`src/rtl/if_id_stage_buf.sv`:
```
`default_nettype none
// ============================================================================
//  Module      : if_id_stage_buf
//  Description : Fetch-to-decode stage buffer with valid/ready handshake.
//                Define IF_ID_SKID_EN for the registered-ready two-entry skid;
//                otherwise the stage is a single register.
//  Revision    : 1.0 - initial release
// ============================================================================
module if_id_stage_buf #(
    parameter int PC_WIDTH    = 64,
    parameter int INSTR_WIDTH = 32
) (
    input  logic                   clk,
    input  logic                   reset,
    input  logic                   flush,
    input  logic                   in_valid,
    output logic                   in_ready,
    input  logic [PC_WIDTH-1:0]    in_pc,
    input  logic [INSTR_WIDTH-1:0] in_instr,
    output logic                   out_valid,
    input  logic                   out_ready,
    output logic [PC_WIDTH-1:0]    out_pc,
    output logic [INSTR_WIDTH-1:0] out_instr,
    output logic [1:0]             occupancy
);

    // State encoding doubles as the occupancy count; bit 1 marks a full skid.
    localparam logic [1:0] EMPTY = 2'b00;
    localparam logic [1:0] ONE   = 2'b01;
    localparam logic [1:0] TWO   = 2'b10;

    logic [1:0]             r_state;
    logic [1:0]             w_state_nxt;
    logic [PC_WIDTH-1:0]    r_main_pc;
    logic [INSTR_WIDTH-1:0] r_main_instr;
    logic                   w_it;
    logic                   w_ot;
    logic                   w_load_main_in;

    assign out_valid = (r_state != EMPTY);
    assign out_pc    = r_main_pc;
    assign out_instr = r_main_instr;
    assign occupancy = r_state;
    assign w_it      = in_valid && in_ready;
    assign w_ot      = out_valid && out_ready;

    always_ff @(posedge clk or negedge reset) begin
        if (!reset) begin
            r_state <= EMPTY;
        end else begin
            r_state <= w_state_nxt;
        end
    end

`ifdef IF_ID_SKID_EN
    logic [PC_WIDTH-1:0]    r_skid_pc;
    logic [INSTR_WIDTH-1:0] r_skid_instr;
    logic                   w_load_skid;
    logic                   w_load_main_skid;

    // Ready comes straight from the state flop, isolating fetch from decode.
    assign in_ready = ~r_state[1];

    always_comb begin
        w_state_nxt      = r_state;
        w_load_main_in   = 1'b0;
        w_load_skid      = 1'b0;
        w_load_main_skid = 1'b0;
        if (flush) begin
            w_state_nxt = EMPTY;
        end else begin
            case (r_state)
                EMPTY: begin
                    if (w_it) begin
                        w_state_nxt    = ONE;
                        w_load_main_in = 1'b1;
                    end
                end
                ONE: begin
                    if (w_it && w_ot) begin
                        w_load_main_in = 1'b1;
                    end else if (w_it) begin
                        w_state_nxt = TWO;
                        w_load_skid = 1'b1;
                    end else if (w_ot) begin
                        w_state_nxt = EMPTY;
                    end
                end
                TWO: begin
                    if (w_ot) begin
                        w_state_nxt      = ONE;
                        w_load_main_skid = 1'b1;
                    end
                end
                default: w_state_nxt = EMPTY;
            endcase
        end
    end

    always_ff @(posedge clk or negedge reset) begin
        if (!reset) begin
            r_skid_pc    <= '0;
            r_skid_instr <= '0;
        end else if (w_load_skid) begin
            r_skid_pc    <= in_pc;
            r_skid_instr <= in_instr;
        end
    end

    always_ff @(posedge clk or negedge reset) begin
        if (!reset) begin
            r_main_pc    <= '0;
            r_main_instr <= '0;
        end else if (w_load_main_skid) begin
            r_main_pc    <= r_skid_pc;
            r_main_instr <= r_skid_instr;
        end else if (w_load_main_in) begin
            r_main_pc    <= in_pc;
            r_main_instr <= in_instr;
        end
    end
`else
    // Without a skid the register may refill in the same cycle it drains.
    assign in_ready = (r_state == EMPTY) || out_ready;

    always_comb begin
        w_state_nxt    = r_state;
        w_load_main_in = 1'b0;
        if (flush) begin
            w_state_nxt = EMPTY;
        end else begin
            case (r_state)
                EMPTY: begin
                    if (w_it) begin
                        w_state_nxt    = ONE;
                        w_load_main_in = 1'b1;
                    end
                end
                ONE: begin
                    if (w_it) begin
                        w_load_main_in = 1'b1;
                    end else if (w_ot) begin
                        w_state_nxt = EMPTY;
                    end
                end
                default: w_state_nxt = EMPTY;
            endcase
        end
    end

    always_ff @(posedge clk or negedge reset) begin
        if (!reset) begin
            r_main_pc    <= '0;
            r_main_instr <= '0;
        end else if (w_load_main_in) begin
            r_main_pc    <= in_pc;
            r_main_instr <= in_instr;
        end
    end
`endif

endmodule
`default_nettype wire

```
`config.mk`:
```
export PLATFORM = sky130hd
export DESIGN_NAME = if_id_stage_buf
export DESIGN_NICKNAME = d
export VERILOG_FILES = /design/src/rtl/if_id_stage_buf.sv
export SDC_FILE = /design/constraint.sdc
export NUM_CORES = 1
export LEC_CHECK = 0
export CORE_UTILIZATION = 39
export CTS_CLUSTER_SIZE = 12
export DETAILED_ROUTE_END_ITERATION = 6
export GPL_TIMING_DRIVEN = 0
export HOLD_SLACK_MARGIN = 0.06
export PLACE_DENSITY_LB_ADDON = 0.05
export SLEW_MARGIN = 10
export SYNTH_ARGS = -nofsm -noshare
export SYNTH_HDL_FRONTEND = slang
export SYNTH_SLANG_ARGS = --single-unit
export TNS_END_PERCENT = 30
```
`constraint.sdc`:
```
create_clock -name clk -period 1.8 [get_ports clk]
set_input_delay 0.18 -clock clk [delete_from_list [all_inputs] [get_ports clk]]
set_output_delay 0.18 -clock clk [all_outputs]
set_load 0.05 [all_outputs]
```
==> results.ini <==
[run_status]
outcome = completed

[clock_network]
clock_sinks = 97
cts_buffers = 9
cts_htree_levels = 3
cts.reportedPaths.clkPinSlew_ns = 0.10
insertion_delay_ns = 0.35
cts_buffer_depth = 2

[drt]
first_pass_iters = 4
drcViolationCount = 0
viasPerCell = 4.62
ant_nets = 0
wl_per_cell_um = 15.2
drtIter0Drc = 48

[timing]
finClkSkew_ns = 0.0124
finalMaxSlewViolations = 0
min_period_ns = 1.73
setup_violations = 0
finalHoldViolations = 0
max_freq_mhz = 578
rsz0062_at_grt = yes
tightest_slew_ns = 0.643
tns_ns = 0
timing.slew.headroom_pct = 57.2

[floorplanning]
die_h_um = 98.7
die_w_um = 98.7
initial_core_util_pct = 41.0
coreArea_sq_um = 8890
row_count = 34
die_area_sq_um = 9730

[placed_design]
place_hpwl_mm = 6.35
portBuffers = 199

[power_and_ir_drop]
pwr-share-clk_pct = 20.3
pwr_density_cell_nw_per_um2 = 1160
p_leak_nw = 2.50
p_int_mw = 4.32
p_seq_share_pct = 39.0
p_comb_share_pct = 40.7
power.total_mw = 6.96
ir_worst_vdd_mv = 0.644
switching_power_mw = 2.64

[setup_path]
critPathRequiredTime_ns = 2.03
crit_type = flip-flop to flip-flop
crit_arrival_ns = 1.96
worstSetupEndpointType = flip-flop
crit_fanout = 10

[worst_hold_path]
min_path_type = input port to async pin

[yosys]
netlist_instances = 211
avgSynthCellArea_sq_um = 17.3
numSynthFlops = 97
syn-cell-area_sq_um = 3640
ys_types = 11
synthesis.nets = 312
yosys-stat-area_sq_um = 3640
synth_seq_share_pct = 66.6
yosysWarnings = 0
ys_cells = 211

[job]
tool_warnings = 27
drv_cap = 0

[cells_and_area]
fill_cells = 683
fin_nets = 526
logic_area_sq_um = 1120
drive_above_1_share_pct = 20.7
regArea_sq_um = 2430
most-common-layout-cells = clkdlybuf4s50_1 (195), dfrtp_1 (96), mux2_2 (56)
diodes = 0

[global_route]
grt_start_max_net_pins = 50
antenna_found_initial = 0
grt_pass1_wl_mm = 13.2
track_usage_pct = 17.7

==> logic make-up after synthesis <==
kind of cell	after synthesis	synth area share, %
flip-flops	97	66.6
AND/OR/NAND/NOR	4	0.962
buffers and inverters	13	2.64
other	1	0.103
multiplexers	96	29.7
==> per-stage QoR <==
step           hold slack, ns  setup WS [ns]  instance area (sq um)  util [%]  instances
2_1_floorplan          -0.116         0.0679                   3640         -        211
3_3_place_gp            0.466          -3.49                   5770      64.9        518
3_5_place_dp            0.252         -0.132                   5800      65.2        519
4_1_cts                 0.396         0.0279                   6010      67.5        536
5_1_grt                 0.393       -0.00742                   6020      67.7        538
6_report                0.397         0.0711                   6020      67.7        538
==> per-layer routing <==
layer	vias to the layer above	wire, um	track usage [%]
met5	-	0	0
met4	0	84	5.86
met3	8	678	6.24
met2	109	4200	30.8
met1	1209	3230	20.3
li1	1161	-	-
==> worst paths after layout <==
| kind | slack, ns | endpoint | start | cells after the start |
|---|---|---|---|---|
| setup / recovery | 0.07 | out_pc[30] | occupancy[0] | 5 |
| hold / removal | 0.40 | out_pc[37] | reset | 2 |
| setup reg to reg | 0.07 | out_pc[30] | occupancy[0] | 5 |
| hold reg to reg | 0.49 | out_pc[51] | out_pc[51] | 1 |
| max in group asynchronous | 0.74 | out_pc[12] | reset | 3 |
| min in group clk | 0.42 | out_pc[36] | in_pc[36] | 2 |
==> cell type report <==
| class | count | share of cell area, % |
|---|---|---|
| inverters | 1 | 0.0623 |
| clock inverters | 4 | 0.872 |
| plain buffers | 12 | 1.60 |
| flip-flops and latches | 97 | 40.3 |
| repair buffers | 203 | 33.9 |
| clock buffers | 12 | 2.41 |
| multi-input cells | 101 | 18.6 |
| well taps | 108 | 2.24 |
==> timing repair <==
action / in CTS / in global routing
hold buffers: 1 / 0
setup buffers: 0 / 2
endpoints found under the hold margin: 48 / 0
gates resized: 3 / 1
setup endpoints to repair: 10 / 17
pin swaps: 0 / 1
==> sequential cells by signal, indices dropped and copies added, names as in the netlist <==
register	count
occupancy	1
out_instr	32
out_pc	64
==> synth_stat cells <==
cell | n | area share [%]
buf_2 | 5 | 0.69
buf_4 | 3 | 0.62
buf_6 | 4 | 1.2
conb_1 | 1 | 0.10
dfrtp_1 | 97 | 67
inv_1 | 1 | 0.10
mux2_1 | 40 | 12
mux2_2 | 56 | 17
nor2_1 | 2 | 0.21
nor2b_2 | 1 | 0.24
nor3b_4 | 1 | 0.52
==> critical path, cell delays in order (launching register included) <==
cell     delay, ns
dfrtp_2       0.43
nor2b_2       0.18
nor3b_4       0.31
buf_6         0.19
buf_6         0.16
mux2_1        0.33
==> power by group through the flow <==
stage | combinational, mW | sequential, mW | clock [mW]
floorplan | 0.389 | 4.08 | 0
global placement | 2.83 | 2.75 | 0
detailed placement | 2.85 | 2.77 | 0
CTS | 2.86 | 2.72 | 1.47
global route | 2.94 | 2.77 | 1.57
finish | 2.83 | 2.72 | 1.41
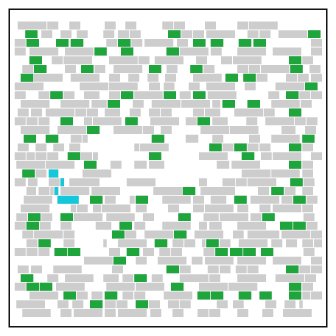
**Above:** gate-type map.
Cyan shows nor cells, cells 4, where middle left. Green shows mux cells, cells 96, where spread over the die.
multi-input combinational area share: 18.6%
Finished Layout Cells: 538
Commonest Layout Cell: clkdlybuf4s50_1

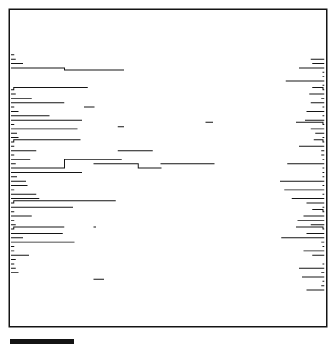
**Above:** metal 3.
Scale bar: 20 um.
The layer carries 679 um of wire. The wires run mostly horizontal. The longest straight run is 31.7 um.
M3 GR Usage: 6.24%
Vias: 2,487
Post-Route WL: 8.19 mm

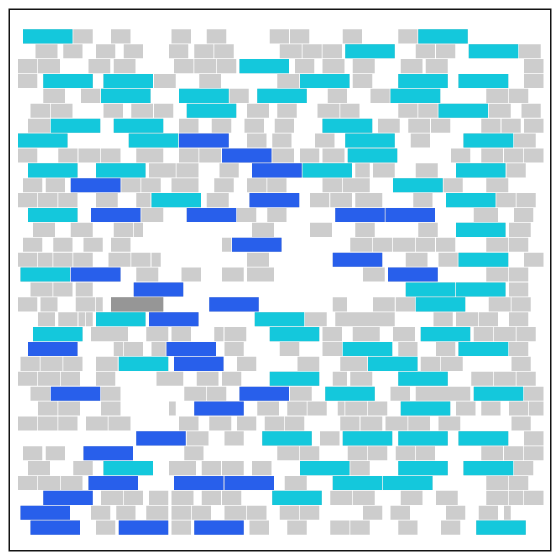
**Above:** sequential cells coloured by netlist name.
Other sequential cells in the stronger grey, the rest of the logic in the fainter grey.
Cyan shows out_pc, sequential cells 64, where spread over the die. Blue shows out_instr, sequential cells 32.

No activity file was given, so power comes from the tool's default toggle rates.
